==> src/rtl/image_loader_pkg.sv <==
// -----------------------------------------------------------------------------
// image_loader_pkg
// Shared definitions for the MNIST frame receiver.
//   - Default frame geometry (NUM_PIXELS, ADDR_W).
//   - Default sync header bytes (SYNC0, SYNC1).
//   - Default inter-byte timeout (TIMEOUT_CYCLES).
//   - Receiver state enum.
// Optional feature macro: IMAGE_LOADER_CHECKSUM_EN adds the CHECK state.
// -----------------------------------------------------------------------------
package image_loader_pkg;

  localparam int          NUM_PIXELS     = 784;
  localparam int          ADDR_W         = 10;
  localparam logic [7:0]  SYNC0          = 8'hAA;
  localparam logic [7:0]  SYNC1          = 8'h55;
  localparam int          TIMEOUT_CYCLES = 1_000_000;

  typedef enum logic [2:0] {
    ST_IDLE,
    ST_SYNC1,
    ST_LOAD,
`ifdef IMAGE_LOADER_CHECKSUM_EN
    ST_CHECK,
`endif
    ST_PEND,
    ST_HOLD
  } state_t;

endpackage

==> src/rtl/image_loader_byte_gap_timer.sv <==
// -----------------------------------------------------------------------------
// byte_gap_timer
// Clearable saturating cycle counter. Counts up every cycle that clear is low
// and sticks at TIMEOUT_CYCLES; expired is high while the count sits there.
// Ports:
//   clk      in  : clock, rising edge
//   rst_n    in  : asynchronous active-low reset
//   clear    in  : synchronous clear of the count
//   expired  out : count has reached TIMEOUT_CYCLES
// -----------------------------------------------------------------------------
module byte_gap_timer #(
  parameter int TIMEOUT_CYCLES = 1_000_000
) (
  input  logic clk,
  input  logic rst_n,
  input  logic clear,
  output logic expired
);

  localparam int W = $clog2(TIMEOUT_CYCLES + 1);
  localparam logic [W-1:0] LIMIT = W'(TIMEOUT_CYCLES);

  logic [W-1:0] count_reg;

  assign expired = (count_reg == LIMIT);

  always_ff @(posedge clk or negedge rst_n) begin
    if (!rst_n) begin
      count_reg <= '0;
    end else if (clear) begin
      count_reg <= '0;
    end else if (!expired) begin
      count_reg <= count_reg + 1'b1;
    end
  end

endmodule

==> src/rtl/image_loader.sv <==
// -----------------------------------------------------------------------------
// image_loader
// Receives a byte stream, finds the SYNC0/SYNC1 header, writes NUM_PIXELS
// pixel bytes to sequential RAM addresses and holds the finished image until
// the inference controller releases it with image_consume.
// Optional feature macro: IMAGE_LOADER_CHECKSUM_EN -- when defined, a trailing
// modulo-256 sum byte follows the pixels and is verified before handoff.
// Ports:
//   clk, rst_n                 : clock / asynchronous active-low reset
//   rx_data[7:0], rx_valid     : incoming byte strobe
//   ram_wr_addr, ram_wr_data,
//   ram_wr_en                  : RAM synchronous write port
//   image_valid                : RAM holds a complete frame (level)
//   image_consume              : release of the held frame (pulse)
//   frame_done                 : pulse when image_valid rises
//   busy                       : a frame is being received
//   err_timeout, err_drop,
//   err_checksum               : error pulses
// All outputs are registered and reset to 0.
// -----------------------------------------------------------------------------
module image_loader #(
  parameter int         NUM_PIXELS     = image_loader_pkg::NUM_PIXELS,
  parameter int         ADDR_W         = image_loader_pkg::ADDR_W,
  parameter logic [7:0] SYNC0          = image_loader_pkg::SYNC0,
  parameter logic [7:0] SYNC1          = image_loader_pkg::SYNC1,
  parameter int         TIMEOUT_CYCLES = image_loader_pkg::TIMEOUT_CYCLES
) (
  input  logic              clk,
  input  logic              rst_n,
  input  logic [7:0]        rx_data,
  input  logic              rx_valid,
  output logic [ADDR_W-1:0] ram_wr_addr,
  output logic [7:0]        ram_wr_data,
  output logic              ram_wr_en,
  output logic              image_valid,
  input  logic              image_consume,
  output logic              frame_done,
  output logic              busy,
  output logic              err_timeout,
  output logic              err_drop,
  output logic              err_checksum
);

  import image_loader_pkg::*;

  localparam logic [ADDR_W-1:0] LAST_PIXEL = ADDR_W'(NUM_PIXELS - 1);

  state_t            state_reg, state_next;
  logic [ADDR_W-1:0] cnt_reg, cnt_next;
  logic              wr_en_next;
  logic              timeout_next;
  logic              drop_next;
  logic              active;
  logic              gap_expired;

  logic [ADDR_W-1:0] wr_addr_reg;
  logic [7:0]        wr_data_reg;
  logic              wr_en_reg;
  logic              image_valid_reg;
  logic              frame_done_reg;
  logic              busy_reg;
  logic              err_timeout_reg;
  logic              err_drop_reg;

`ifdef IMAGE_LOADER_CHECKSUM_EN
  logic [7:0] sum_reg, sum_next;
  logic       cks_next;
  logic       err_checksum_reg;
`endif

  // States in which a frame is in flight and the gap timer is armed.
`ifdef IMAGE_LOADER_CHECKSUM_EN
  assign active = (state_reg == ST_SYNC1) || (state_reg == ST_LOAD) ||
                  (state_reg == ST_CHECK);
`else
  assign active = (state_reg == ST_SYNC1) || (state_reg == ST_LOAD);
`endif

  byte_gap_timer #(
    .TIMEOUT_CYCLES(TIMEOUT_CYCLES)
  ) u_gap_timer (
    .clk    (clk),
    .rst_n  (rst_n),
    .clear  (rx_valid || !active),
    .expired(gap_expired)
  );

  always_ff @(posedge clk or negedge rst_n) begin
    if (!rst_n) begin
      state_reg <= ST_IDLE;
      cnt_reg   <= '0;
    end else begin
      state_reg <= state_next;
      cnt_reg   <= cnt_next;
    end
  end

  always_comb begin
    state_next   = state_reg;
    cnt_next     = cnt_reg;
    wr_en_next   = 1'b0;
    timeout_next = 1'b0;
    drop_next    = 1'b0;
`ifdef IMAGE_LOADER_CHECKSUM_EN
    sum_next     = sum_reg;
    cks_next     = 1'b0;
`endif
    case (state_reg)
      ST_IDLE: begin
        if (rx_valid && rx_data == SYNC0) state_next = ST_SYNC1;
      end
      ST_SYNC1: begin
        if (rx_valid) begin
          if (rx_data == SYNC1) begin
            state_next = ST_LOAD;
            cnt_next   = '0;
`ifdef IMAGE_LOADER_CHECKSUM_EN
            sum_next   = '0;
`endif
          end else if (rx_data != SYNC0) begin
            // A repeated SYNC0 keeps us waiting for SYNC1.
            state_next = ST_IDLE;
          end
        end else if (gap_expired) begin
          timeout_next = 1'b1;
          state_next   = ST_IDLE;
        end
      end
      ST_LOAD: begin
        if (rx_valid) begin
          wr_en_next = 1'b1;
`ifdef IMAGE_LOADER_CHECKSUM_EN
          sum_next   = sum_reg + rx_data;
`endif
          if (cnt_reg == LAST_PIXEL) begin
`ifdef IMAGE_LOADER_CHECKSUM_EN
            state_next = ST_CHECK;
`else
            state_next = ST_PEND;
`endif
          end else begin
            cnt_next = cnt_reg + 1'b1;
          end
        end else if (gap_expired) begin
          timeout_next = 1'b1;
          state_next   = ST_IDLE;
        end
      end
`ifdef IMAGE_LOADER_CHECKSUM_EN
      ST_CHECK: begin
        if (rx_valid) begin
          if (rx_data == sum_reg) begin
            state_next = ST_PEND;
          end else begin
            cks_next   = 1'b1;
            state_next = ST_IDLE;
          end
        end else if (gap_expired) begin
          timeout_next = 1'b1;
          state_next   = ST_IDLE;
        end
      end
`endif
      // One spare cycle so the last RAM write has landed before handoff.
      ST_PEND: state_next = ST_HOLD;
      ST_HOLD: begin
        // Bytes arriving while the image is held are never parsed, even when
        // they coincide with the release.
        if (rx_valid) drop_next = 1'b1;
        if (image_consume) state_next = ST_IDLE;
      end
      default: state_next = ST_IDLE;
    endcase
  end

  always_ff @(posedge clk or negedge rst_n) begin
    if (!rst_n) begin
      wr_addr_reg     <= '0;
      wr_data_reg     <= '0;
      wr_en_reg       <= 1'b0;
      image_valid_reg <= 1'b0;
      frame_done_reg  <= 1'b0;
      busy_reg        <= 1'b0;
      err_timeout_reg <= 1'b0;
      err_drop_reg    <= 1'b0;
    end else begin
      if (wr_en_next) begin
        wr_addr_reg <= cnt_reg;
        wr_data_reg <= rx_data;
      end
      wr_en_reg       <= wr_en_next;
      image_valid_reg <= (state_next == ST_HOLD);
      frame_done_reg  <= (state_reg == ST_PEND);
      busy_reg        <= active;
      err_timeout_reg <= timeout_next;
      err_drop_reg    <= drop_next;
    end
  end

`ifdef IMAGE_LOADER_CHECKSUM_EN
  always_ff @(posedge clk or negedge rst_n) begin
    if (!rst_n) begin
      sum_reg          <= '0;
      err_checksum_reg <= 1'b0;
    end else begin
      sum_reg          <= sum_next;
      err_checksum_reg <= cks_next;
    end
  end
  assign err_checksum = err_checksum_reg;
`else
  assign err_checksum = 1'b0;
`endif

  assign ram_wr_addr = wr_addr_reg;
  assign ram_wr_data = wr_data_reg;
  assign ram_wr_en   = wr_en_reg;
  assign image_valid = image_valid_reg;
  assign frame_done  = frame_done_reg;
  assign busy        = busy_reg;
  assign err_timeout = err_timeout_reg;
  assign err_drop    = err_drop_reg;

endmodule

==> config.mk <==
export PLATFORM = sky130hd
export DESIGN_NAME = image_loader
export DESIGN_NICKNAME = d
export VERILOG_FILES = /design/src/rtl/image_loader_pkg.sv /design/src/rtl/image_loader_byte_gap_timer.sv /design/src/rtl/image_loader.sv
export SDC_FILE = /design/constraint.sdc
export NUM_CORES = 1
export LEC_CHECK = 0
export CAP_MARGIN = 20
export CORE_ASPECT_RATIO = 1.5
export CORE_MARGIN = 2
export CORE_UTILIZATION = 35
export DETAILED_ROUTE_END_ITERATION = 8
export GPL_ROUTABILITY_DRIVEN = 0
export SLEW_MARGIN = 20
export SYNTH_ARGS = -nofsm -noshare
export SYNTH_HDL_FRONTEND = slang
export SYNTH_SLANG_ARGS = --single-unit
export TNS_END_PERCENT = 5
==> constraint.sdc <==
create_clock -name clk -period 1.75 [get_ports clk]
set_input_delay 0.525 -clock clk [delete_from_list [all_inputs] [get_ports clk]]
set_output_delay 0.525 -clock clk [all_outputs]
set_load 0.01 [all_outputs]
Run 1, clock wires, drivers and flops:
Drawn at 4 px/µm.
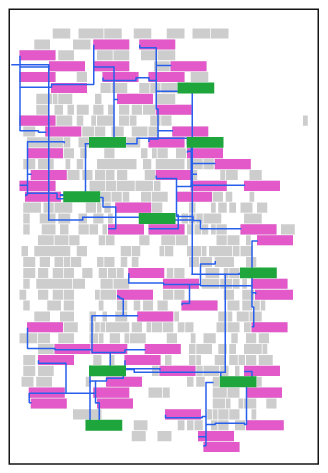
Magenta marks flip-flops, count 57. Green marks clock-net drivers, count 9. Blue marks clock wires, length 839 µm.
There are 10 routed clock nets. Position of the flops: spread over the die.
clk_lat worst skew: 0.33 ns
worst clock skew: 0.00513 ns
clock share of power: 46.9%
Clk. pwr: 1.60 mW

Run 1, the clock network:
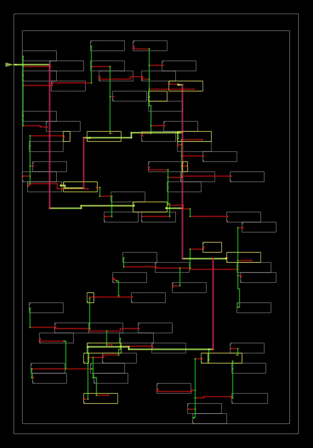
clock buffers: 13
CTS Buf Count: 9
Flop Count: 57

Run 1, signal wires on met3:
Drawn at 4 px/µm.
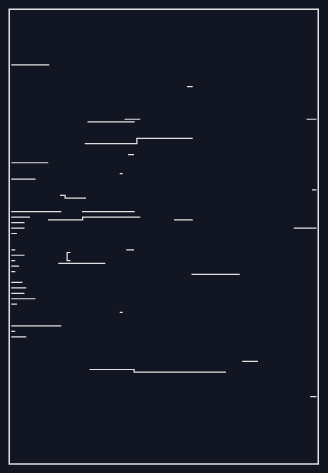
The wires run mostly horizontal. The layer carries 256 µm of wire. The longest straight run is 22.8 µm.

==> run 1: cells by family after synthesis <==
logic type,Yosys count
and+or+nand+nor,113
muxes,20
AOI/OAI and AO/OA,40
xor gates and xnor gates,12
other,1
adders and majority gates,3
DFF,57
buffers and inverters,15
==> run 1: metrics by stage <==
| step | instances | area, µm² | TNS [ns] |
|---|---|---|---|
| 6_report | 473 | 4160 | 0 |
| 3_3_place_gp | 447 | 3690 | -12.29 |
| 5_1_grt | 473 | 4160 | -0.00947 |
| 4_1_cts | 469 | 4030 | 0 |
| 2_1_floorplan | 261 | 2800 | 0 |
| 3_5_place_dp | 447 | 3690 | -13.38 |
==> run 1: layout make-up <==
cell class / count / area [µm²] / area share (%)
multi-input cells: 189 / 1440 / 34.7
flip-flops and latches: 57 / 1430 / 34.3
repair buffers: 101 / 857 / 20.6
clock buffers: 13 / 260 / 6.25
well taps: 102 / 128 / 3.07
inverters: 8 / 30.0 / 0.722
clock inverters: 3 / 15.0 / 0.361
==> run 1: power by group <==
| part | switching, mW | total, mW | leakage [nW] | internal, mW |
|---|---|---|---|---|
| Sequential | 0.0323 | 1.40 | 0.777 | 1.37 |
| Combinational | 0.199 | 0.410 | 1.13 | 0.211 |
| Clock | 0.575 | 1.60 | 0.139 | 1.03 |
| Total | 0.806 | 3.41 | 2.05 | 2.60 |
==> run 1: worst max path at each step <==
stage,start,end,slack [ns],cells after the start
2_1_floorplan,rx_data[5],cnt_reg[9],0.03,4
3_3_place_gp,rx_data[5],cnt_reg[9],-0.62,6
3_5_place_dp,rx_data[5],cnt_reg[9],-0.65,6
4_1_cts,ram_wr_addr[7],ram_wr_addr[7],0.002,1
5_1_grt,state_reg[0],cnt_reg[1],-0.006,6
6_report,busy,busy,0.04,1
==> flow_metrics.env, run 1 <==
# implementation run metrics
export IMPL_drc=0
export IMPL_cts_clk_slew_worst_paths_ns=0.05
export IMPL_fp_dieH_um=113
export IMPL_rr_startpoint="cnt_reg[0]"
export IMPL_arrival_ns=1.18
export IMPL_yosys_warnings=0
export IMPL_cts_setup_buffers=5
export IMPL_flop_cell="dfrtp_1"
export IMPL_synth_area_leader_cell="dfrtp_1"
export IMPL_path_delay_family="buffers and inverters"
export IMPL_hold_path_class="in -> async"
export IMPL_outcome="completed"
export IMPL_cts_hold_buf=0
export IMPL_finalWorstSetupSlack_ns=0.0436
export IMPL_via_per_inst=5.19
export IMPL_drt_pass1_iterations=4
export IMPL_crit_path_top_delay_cell="clkdlybuf4s50_1"
export IMPL_avgSynthCellArea_um2=10.7
export IMPL_powerDensity_nw_per_um2=819
export IMPL_crit_path_max_incr_delay_ns=0.53
export IMPL_power_mw=3.41
export IMPL_grt_overflow=0
export IMPL_use_met2_pct=31.3
export IMPL_area_leaders="dfrtp_1 51%, mux2_2 7.3%, nand3_1 3.2%"
export IMPL_synth_simple_area_share_pct=24.4
export IMPL_worstReg2RegEnd="cnt_reg[4]"
export IMPL_crit_chain="clkdlybuf4s50_1"
export IMPL_numSynthFlops=57
export IMPL_totalWireLength_um=7150
export IMPL_design_core_area_um2=7660
export IMPL_whs_ns=0.0688
export IMPL_grt_pass1_vias=2523
export IMPL_n_fill_cell=690
export IMPL_final_cell_mix="62 x buf_4, 55 x dfrtp_1, 18 x mux2_2, 17 x nor2_1, 16 x nand3_1"
export IMPL_grt_max_degree=48
export IMPL_cts_tree="built"
export IMPL_nets=381
export IMPL_busiest_layer="met2"
==> inputs of run 2 (changes only) <==
HOLD_SLACK_MARGIN = 0.02   (was default)
Run 2, routed metal, one color a layer:
Drawn at 2 px/µm.
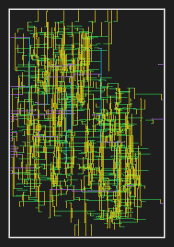
Cyan marks M4, wire length 182 µm. Purple marks M3, wire length 256 µm. Green marks M1, wire length 2870 µm. Yellow marks M2, wire length 3850 µm.

==> run 2 against run 1 <==
Against the previous run:
- synthesized area is the same
- cell area is the same
- worst hold slack did not move
==> flow_metrics.env, run 2 <==
# implementation run metrics
export IMPL_clock_buffers=13
export IMPL_placed_area_um2=3690
export IMPL_totalWireLength_um=7150
export IMPL_crit_path_max_incr_delay_ns=0.53
export IMPL_fin_area_um2=4160
export IMPL_final_cell_mix="62 x buf_4, 55 x dfrtp_1, 18 x mux2_2, 17 x nor2_1, 16 x nand3_1"
export IMPL_outcome="completed"
export IMPL_yosys_warnings=0
export IMPL_path_delay_family="buffers and inverters"
export IMPL_dp_cells=447
export IMPL_top_power_group="clock"
export IMPL_synth_area_leader_cell="dfrtp_1"
export IMPL_flop_cell="dfrtp_1"
export IMPL_area_leaders="dfrtp_1 51%, mux2_2 7.3%, nand3_1 3.2%"
export IMPL_layout_nonclk_buf_share_pct=20.6
export IMPL_comb_share_pct=34.7
export IMPL_avgSynthCellArea_um2=10.7
export IMPL_cts_clk_slew_worst_paths_ns=0.05
export IMPL_inverters_excl_clock=8
export IMPL_p_seq_share_pct=41.0
export IMPL_p_int_mw=2.60
export IMPL_comb_multi_input_count=189
export IMPL_regArea_um2=1430
export IMPL_fp_dieH_um=113
export IMPL_crit_path_top_delay_cell="clkdlybuf4s50_1"
export IMPL_finalWorstSetupSlack_ns=0.0436
export IMPL_powerDensity_nw_per_um2=819
export IMPL_grt_max_degree=48
export IMPL_hold_path_class="in -> async"
export IMPL_crit_chain="clkdlybuf4s50_1"
export IMPL_via_per_inst=5.19
export IMPL_buffers=101
export IMPL_arrival_ns=1.18
export IMPL_power_clock_mw=1.60
export IMPL_p_sw_mw=0.806
export IMPL_nets=381
export IMPL_drt_pass1_iterations=4
export IMPL_seq_cells=57
export IMPL_cts_buffers=9
export IMPL_drc=0
export IMPL_power_share_switching_pct=23.7
export IMPL_n_fill_cell=690
export IMPL_dominant_cells="logic gates"
export IMPL_combPwrFrac_pct=12.0
export IMPL_cts_tree="built"
export IMPL_pg_seq_mw=1.40
export IMPL_numSynthFlops=57
export IMPL_grt_overflow=0
export IMPL_clock_power_share_pct=46.9
export IMPL_comb_power_mw=0.410
export IMPL_stdcell_count=473
export IMPL_tap_cells=102
export IMPL_final_clk_cell_share_pct=6.61
Run 2, clock wires, drivers and flops:
Drawn at 4 px/µm.
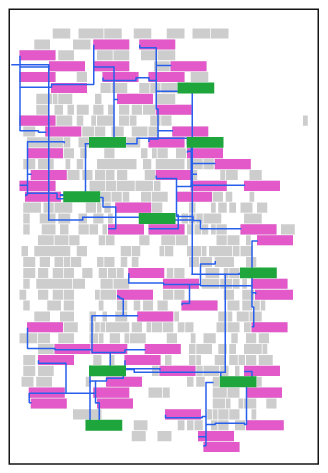
Magenta marks flip-flops, count 57. Green marks clock-net drivers, count 9. Blue marks clock wires, length 839 µm.
Position of the flops: spread over the die. There are 10 routed clock nets.

-- run 2: stage by stage --
step                TNS [ns]  hold slack, ns
detailed placement    -13.38           0.418
finish                     0          0.0688
global placement      -12.29           0.415
global route        -0.00947          0.0762
CTS                        0          0.0660
floorplan                  0           0.229
-- run 2: timing repair --
item / CTS / global route
buffers inserted: 5 / 5
gates cloned: 1 / 0
resized: 28 / 44
pin swaps: 5 / 10
hold buffers: 0 / 0
setup endpoints to repair: 19 / 43
-- run 2: worst register-to-register path, stage by stage, from the launching register on --
cell	delay (ns)
dfrtp_1	0.39
ha_4	0.17
nand3_4	0.09
buf_4	0.16
buf_4	0.14
or4_1	0.49
a21oi_1	0.15
-- run 2: cell families after synthesis --
family                     count (synthesis)  share of synthesized area (%)
xor gates and xnor gates                  12                           3.77
muxes                                     20                           7.99
other                                      1                          0.134
and+or+nand+nor                          113                           24.4
DFF                                       57                           51.1
buffers and inverters                     15                           2.24
AOI/OAI and AO/OA                         40                           8.97
adders and majority gates                  3                           1.35
-- run 2: path summary, 6_finish.rpt --
path	endpoint	slack [ns]	start	depth (start not counted)
max	busy	0.04	busy	1
max in group asynchronous	ram_wr_data[7]	1.14	rst_n	2
min reg2reg	busy	0.47	state_reg[2]	1
min	image_valid	0.07	rst_n	1
max reg2reg	cnt_reg[4]	0.07	cnt_reg[0]	6
min in group clk	busy	0.47	state_reg[2]	1
-- run 2: routing by layer --
| metal | vias to the layer above | routed length [µm] | track usage, % |
|---|---|---|---|
| met2 | 50 | 3850 | 31.3 |
| li1 | 1177 | - | - |
| met1 | 1212 | 2870 | 18.7 |
| met5 | - | 0 | 0 |
| met4 | 0 | 182 | 8.85 |
| met3 | 14 | 256 | 4.39 |
No activity file was given, so power comes from the tool's default toggle rates.
